Fig. 1: run 1, placement by cell class
Fill, decap, tap and diode cells in gray.
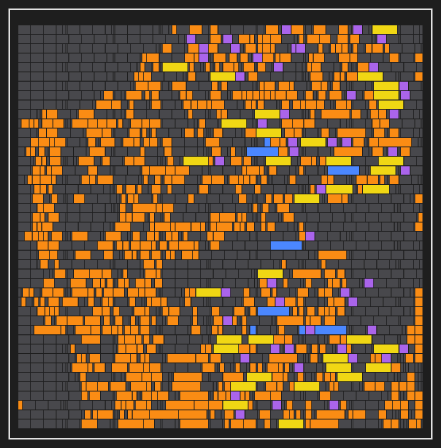
Fig. 2: run 1, wiring heat map
Scale bar: 20 um. The die is cut into 24 by 25 equal tiles; black is low, pale yellow is high, scaled to the fullest tile. Values are wire area over tile area, all layers added.
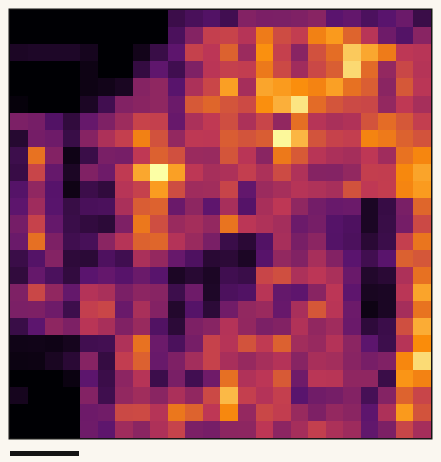
Fig. 3: run 1, a small window of the routed layout
Scale bar: 20 um. Window x 6 to 56, y 6 to 56 um. Cells in gray, sequential cells in the stronger gray; small squares are vias.
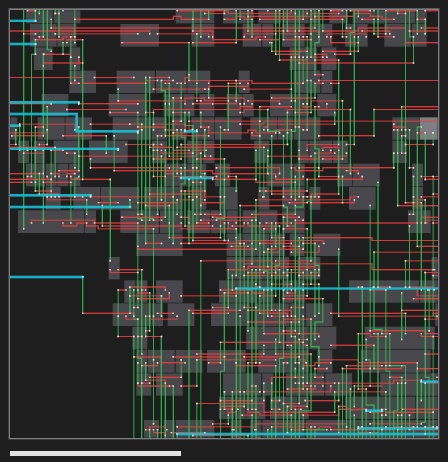
[config.mk]
export PLATFORM = sky130hd
export DESIGN_NAME = if_fetch_pc
export DESIGN_NICKNAME = d
export VERILOG_FILES = /design/src/rtl/cpu_defs.sv /design/src/rtl/npc_calc.sv /design/src/rtl/if_fetch_pc.sv
export SDC_FILE = /design/constraint.sdc
export NUM_CORES = 1
export LEC_CHECK = 0
export CAP_MARGIN = 20
export CORE_AREA = 2 2 120 122
export CTS_BUF_LIST = sky130_fd_sc_hd__clkbuf_4 sky130_fd_sc_hd__clkbuf_8 sky130_fd_sc_hd__clkbuf_16
export CTS_CLUSTER_DIAMETER = 40
export DETAILED_ROUTE_END_ITERATION = 6
export DIE_AREA = 0 0 122 124
export DONT_BUFFER_PORTS = 1
export GPL_TIMING_DRIVEN = 1
export HOLD_SLACK_MARGIN = 0.03
export PLACE_DENSITY = 0.6
export SETUP_SLACK_MARGIN = 0.5
export SLEW_MARGIN = 20
export SYNTH_ARGS = -nofsm -noshare
export SYNTH_HDL_FRONTEND = slang
export SYNTH_SLANG_ARGS = --single-unit
[constraint.sdc]
create_clock -name clk -period 10.3 [get_ports clk]
set_input_delay 1.03 -clock clk [delete_from_list [all_inputs] [get_ports clk]]
set_output_delay 1.03 -clock clk [all_outputs]
set_load 0.05 [all_outputs]
[src/rtl/cpu_defs.sv]
// Shared constants for the fetch stage: next-PC select encodings, exception
// codes and the instruction-memory address window.
package cpu_defs;
  localparam logic [1:0]  NPC_PC4    = 2'd0;
  localparam logic [1:0]  NPC_BR     = 2'd1;
  localparam logic [1:0]  NPC_J      = 2'd2;
  localparam logic [1:0]  NPC_JR     = 2'd3;

  localparam logic [3:0]  EXC_NONE   = 4'd0;
  localparam logic [3:0]  EXC_ADEL   = 4'd4;

  localparam logic [31:0] RESET_PC   = 32'h0000_3000;
  localparam logic [31:0] HANDLER_PC = 32'h0000_4180;
  localparam logic [31:0] IM_LO      = 32'h0000_3000;
  localparam logic [31:0] IM_HI      = 32'h0000_6FFC;
endpackage

[src/rtl/npc_calc.sv]
// Combinational next-PC target generator: sequential, branch, j/jal and jr/jalr
// targets selected by the D-stage decision.
module npc_calc
  import cpu_defs::*;
(
  input  logic [31:0] pc,
  input  logic [1:0]  npc_sel,
  input  logic [31:0] d_pc,
  input  logic [15:0] imm16,
  input  logic [25:0] index26,
  input  logic [31:0] rs_val,
  output logic [31:0] pc_add4,
  output logic [31:0] npc
);
  logic [31:0] d_pc_add4;
  logic [31:0] br_off;

  assign pc_add4   = pc + 32'd4;
  assign d_pc_add4 = d_pc + 32'd4;
  assign br_off    = {{14{imm16[15]}}, imm16, 2'b00};

  // Targets are relative to the instruction in D; the delay slot is already fetched.
  always_comb begin
    npc = pc_add4;
    case (npc_sel)
      NPC_PC4: npc = pc_add4;
      NPC_BR:  npc = d_pc_add4 + br_off;
      NPC_J:   npc = {d_pc_add4[31:28], index26, 2'b00};
      NPC_JR:  npc = rs_val;
      default: npc = pc_add4;
    endcase
  end
endmodule

[src/rtl/if_fetch_pc.sv]
// IF stage: PC register with exception/eret/stall priority, AdEL detection on
// the fetch address, and delay-slot flag generation for IF/ID.
module if_fetch_pc
  import cpu_defs::*;
#(
  parameter logic [31:0] P_RESET_PC   = RESET_PC,
  parameter logic [31:0] P_HANDLER_PC = HANDLER_PC,
  parameter logic [31:0] P_IM_LO      = IM_LO,
  parameter logic [31:0] P_IM_HI      = IM_HI
) (
  input  logic        clk,
  input  logic        reset,
  input  logic        req,
  input  logic        eret,
  input  logic [31:0] epc,
  input  logic        stall,
  input  logic [1:0]  npc_sel,
  input  logic [31:0] d_pc,
  input  logic [15:0] imm16,
  input  logic [25:0] index26,
  input  logic [31:0] rs_val,
  input  logic        d_is_bj,
  input  logic [31:0] im_rdata,
  output logic [31:0] im_addr,
  output logic [31:0] pc,
  output logic [31:0] pc_add4,
  output logic [31:0] instr,
  output logic [3:0]  exc_code,
  output logic        bd
);
  logic [31:0] npc;
  logic        adel;
  logic        first_q;
  logic        ret_q;
  logic        bd_hold_q;

  npc_calc u_npc_calc (
    .pc      (pc),
    .npc_sel (npc_sel),
    .d_pc    (d_pc),
    .imm16   (imm16),
    .index26 (index26),
    .rs_val  (rs_val),
    .pc_add4 (pc_add4),
    .npc     (npc)
  );

  // first_q marks the first fetch after reset/req; ret_q marks the eret return fetch.
  // Both persist across stalls since the same fetch is being repeated.
  always_ff @(posedge clk) begin
    if (reset) begin
      pc      <= P_RESET_PC;
      first_q <= 1'b1;
      ret_q   <= 1'b0;
    end else if (req) begin
      pc      <= P_HANDLER_PC;
      first_q <= 1'b1;
      ret_q   <= 1'b0;
    end else if (eret && !stall) begin
      pc      <= epc;
      first_q <= 1'b0;
      ret_q   <= 1'b1;
    end else if (!stall) begin
      pc      <= npc;
      first_q <= 1'b0;
      ret_q   <= 1'b0;
    end
  end

  always_ff @(posedge clk) begin
    if (reset) bd_hold_q <= 1'b0;
    else       bd_hold_q <= bd;
  end

  assign adel     = (pc[1:0] != 2'b00) || (pc < P_IM_LO) || (pc > P_IM_HI);
  assign im_addr  = pc;
  assign instr    = adel ? 32'd0 : im_rdata;
  assign exc_code = adel ? EXC_ADEL : EXC_NONE;
  assign bd       = first_q ? 1'b0 : (ret_q ? bd_hold_q : d_is_bj);
endmodule

==> results_dict.tcl, run 1 <==
# implementation run metrics
set metrics [dict create \
    slew_headroom_pct 21.86 \
    crit_start "im_addr[13]" \
    cts_root_buf "clkbuf_16" \
    peakVddDrop_v 0.00005382 \
    comb_area_sq_um 4569 \
    clk_latency_ns 0.28 \
    pg_clk_mw 0.149 \
    ys_sh_aoi_pct 22.04 \
    slew_violations 0 \
    status "finished clean" \
    antenna_found_initial 11 \
    ys_warn_count 0 \
    period_used_pct 44.99 \
    hold_viol 0 \
    fin_setup_tns_ns 0 \
    path_cells "buf_4 -> nand4_1 -> nor4_1 -> nand4_1 -> xnor2_1" \
    synth_area_sq_um 5734 \
    ys_sh_simple_pct 27.75 \
    viasPerCell 6.428 \
    synthArstFlopShare_pct 0 \
    pg_comb_mw 0.351 \
    comb_cells 644 \
    min-delay-start "first_q" \
    dpl.hpwl_mm 19.74 \
    wl_met1_mm 9.127 \
    fillers 1406 \
    max_freq_mhz 215.8 \
    detail-route-antenna-nets 0 \
    wl_mm 24.02 \
    xor_area_share_pct 11.61 \
    worst-setup-path-type "register to output port" \
    yosys-stat-cells 771 \
    post-place-ws_ns 5.935 \
    drt_iter0_markers 470 \
    period_needed_ns 4.634 \
    fin_nets 968 \
    clkSinkCount 35 \
    switching_share_pct 48.66 \
    clockNetworkAreaShare_pct 2.296 \
    power_leakage_nw 2.490 \
    synthMostInstantiatedCell "nand2_1" \
    min_to "first_q" \
    cp.required_ns 9.27 \
    final_cells 946 \
    start_kind "register" \
    combPwrFrac_pct 53.3 \
    p_seq_mw 0.159 \
    avgSynthCellArea_sq_um 7.437 \
    seqPwrFrac_pct 24.2 \
    power.total_mw 0.6597 \
    postCtsHoldBufs 0 \
    area_leaders "dfxtp_1 12%, ha_1 7.6%, xnor2_1 6.6%" \
]
## Picture notes: Fig. 1
| color | class | cells | share of their area |
|---|---|---|---|
| yellow | sequential cells | 35 | 12% |
| blue | clock drivers and dummy loads | 8 | 2.4% |
| orange | combinational and other logic | 662 | 79% |
| purple | remaining buffers and delay cells | 50 | 6.4% |

## Picture notes: Fig. 2
mean over tiles: 0.27
tiles over half the peak: 27%
densest ninth of the die: upper right
gr usage total: 30.68%
vias: 6081
drt wl/cell: 25.39 um

## Picture notes: Fig. 3
| color | layer |
|---|---|
| green | metal 2 |
| cyan | metal 3 |
| red | metal 1 |
sequential cells in the window: 0
most frequent: nor2_1 (20), ha_1 (17), a21oi_1 (16)
cells with their middle in the window: 168

==> run 1 -> run 2 <==
clock period = 4.7 ns   (was 10.3 ns; I/O delays follow)
==> run 2 against run 1 <==
- sequential share of layout area down 0.17 points
- non-clock buffer count up 9
- utilization up 0.65 points
- synthesized area unchanged
- clock skew down 0.0010 ns
- largest cell class unchanged
==> results_dict.tcl, run 2 <==
# implementation run metrics
set metrics [dict create \
    status "finished clean" \
    path_buffers 0 \
    detail-route-antenna-nets 0 \
    synthMostInstantiatedCell "nand2_1" \
    pg_comb_mw 0.791 \
    xor_area_share_pct 11.61 \
    cts_buffers 5 \
    adder_share_pct 7.986 \
    cts_tree "yes" \
    p_per_area_nw_per_um2 245.8 \
    ys_warn_count 0 \
    largest_reg_flops 30 \
    fin_setup_tns_ns 0 \
    max_freq_mhz 279.4 \
    slew_headroom_pct 27.12 \
    postCtsHoldBufs 0 \
    initial_core_util_pct 41.80 \
    power_leakage_nw 2.546 \
    min-delay-start "reset" \
    synth-main-ff-cell "dfxtp_1" \
    period_used_pct 76.16 \
    final_cell_mix "85 x nand2_1, 64 x nor2_1, 59 x buf_4" \
    slew_violations 0 \
    place_inst 936 \
    dpl.hpwl_mm 19.72 \
    ys_sh_aoi_pct 22.04 \
    final_cells 953 \
    setup_ws_ns 1.120 \
    chip_area_sq_um 15130 \
    clockNetworkAreaShare_pct 2.808 \
    post_drt_wl_per_cell_um 25.31 \
    synth.top_cell.area_share_pct 12.22 \
    p_int_mw 0.8178 \
    p_switching_mw 0.7048 \
    area_delta_synth_final_pct 8.008 \
    r2r_setup_slack_ns 1.41 \
    mux_share_pct 9.666 \
    avgSynthCellArea_sq_um 7.437 \
    area_leaders "dfxtp_1 12%, ha_1 7.6%, xnor2_1 6.6%" \
    fin_nets 977 \
    warnings 30 \
    antenna_found_initial 11 \
    hold_viol 0 \
    post-place-ws_ns 0.8059 \
    sh_comb_area_pct 73.60 \
    p_clk_share_pct 26.2 \
    synth_flops 35 \
    comb_cells 644 \
    wl_met1_mm 9.095 \
    routed-wl-met2_mm 11.45 \
    viasPerCell 6.338 \
    cts_root_buf "clkbuf_16" \
    reg2reg_depth 9 \
    maxPowerGroup "combinational cells" \
    antennaDiodeCount 9 \
    ys_seq_share_pct 12.22 \
    ys_sh_simple_pct 27.75 \
    min_to "im_addr[8]" \
    power.total_mw 1.523 \
    path_cells "ha_1 -> nand2_1 -> nor2_1 -> nand4_1 -> nor2_1 -> and4_1 -> xor2_1 -> ha_1 -> a21o_1 -> a21o_1 -> a21o_1 -> a311oi_1 -> nor2_1 -> a21oi_1 -> nor3b_1 -> o41a_1" \
    combPwrFrac_pct 52.0 \
    yosys-stat-cells 771 \
    seqPwrFrac_pct 21.8 \
    cp.required_ns 4.87 \
    rr_startpoint "im_addr[21]" \
    pg_clk_mw 0.399 \
    clkSinkCount 35 \
    comb_area_sq_um 4558 \
    start_kind "input port" \
    p_seq_mw 0.332 \
    drtPass1Iterations 5 \
    worst-setup-path-type "input port to register" \
    period_needed_ns 3.580 \
    die_h_um 124 \
    drt_iter0_markers 402 \
    peakVddDrop_v 0.0001421 \
    crit_start "d_pc[2]" \
    switching_share_pct 46.29 \
    synthArstFlopShare_pct 0 \
    synth_area_sq_um 5734 \
    clk_latency_ns 0.28 \
    worst_pin_slew_ns 1.092 \
]
Fig. 4: run 2, placement by cell class
Fill, decap, tap and diode cells in gray.
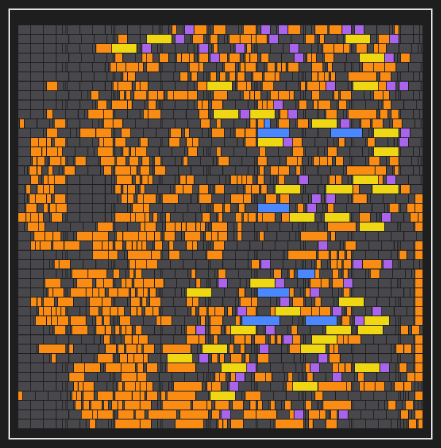
| color | class | cells | share of their area |
|---|---|---|---|
| purple | remaining buffers and delay cells | 59 | 7.4% |
| yellow | sequential cells | 35 | 12% |
| orange | combinational and other logic | 662 | 78% |
| blue | clock drivers and dummy loads | 8 | 2.9% |
Final Util: 45.14%
CORE AREA: 13720 sq um
post-route cell area: 6193 sq um
FP Rows: 43
sequential share of cell area: 11.35%

Fig. 5: run 2, cell outlines without signal wires
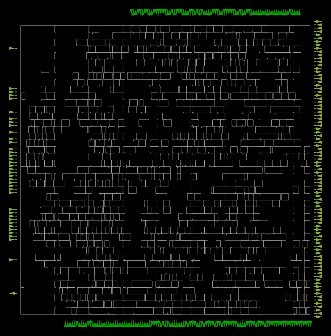
Fillers: 1415
Flop Count: 35
tap cells: 180

Fig. 6: run 2, wiring by layer
Scale bar: 20 um. Two of the layers only.
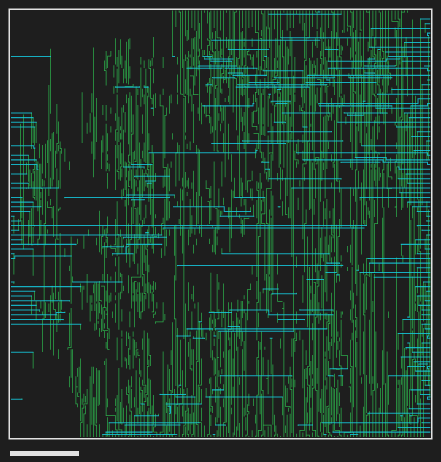
| color | layer | wire length |
|---|---|---|
| cyan | metal 3 | 2460 um |
| green | metal 2 | 11500 um |
vias: 6040
Total Wirelength: 24.12 mm
gr usage total: 30.42%

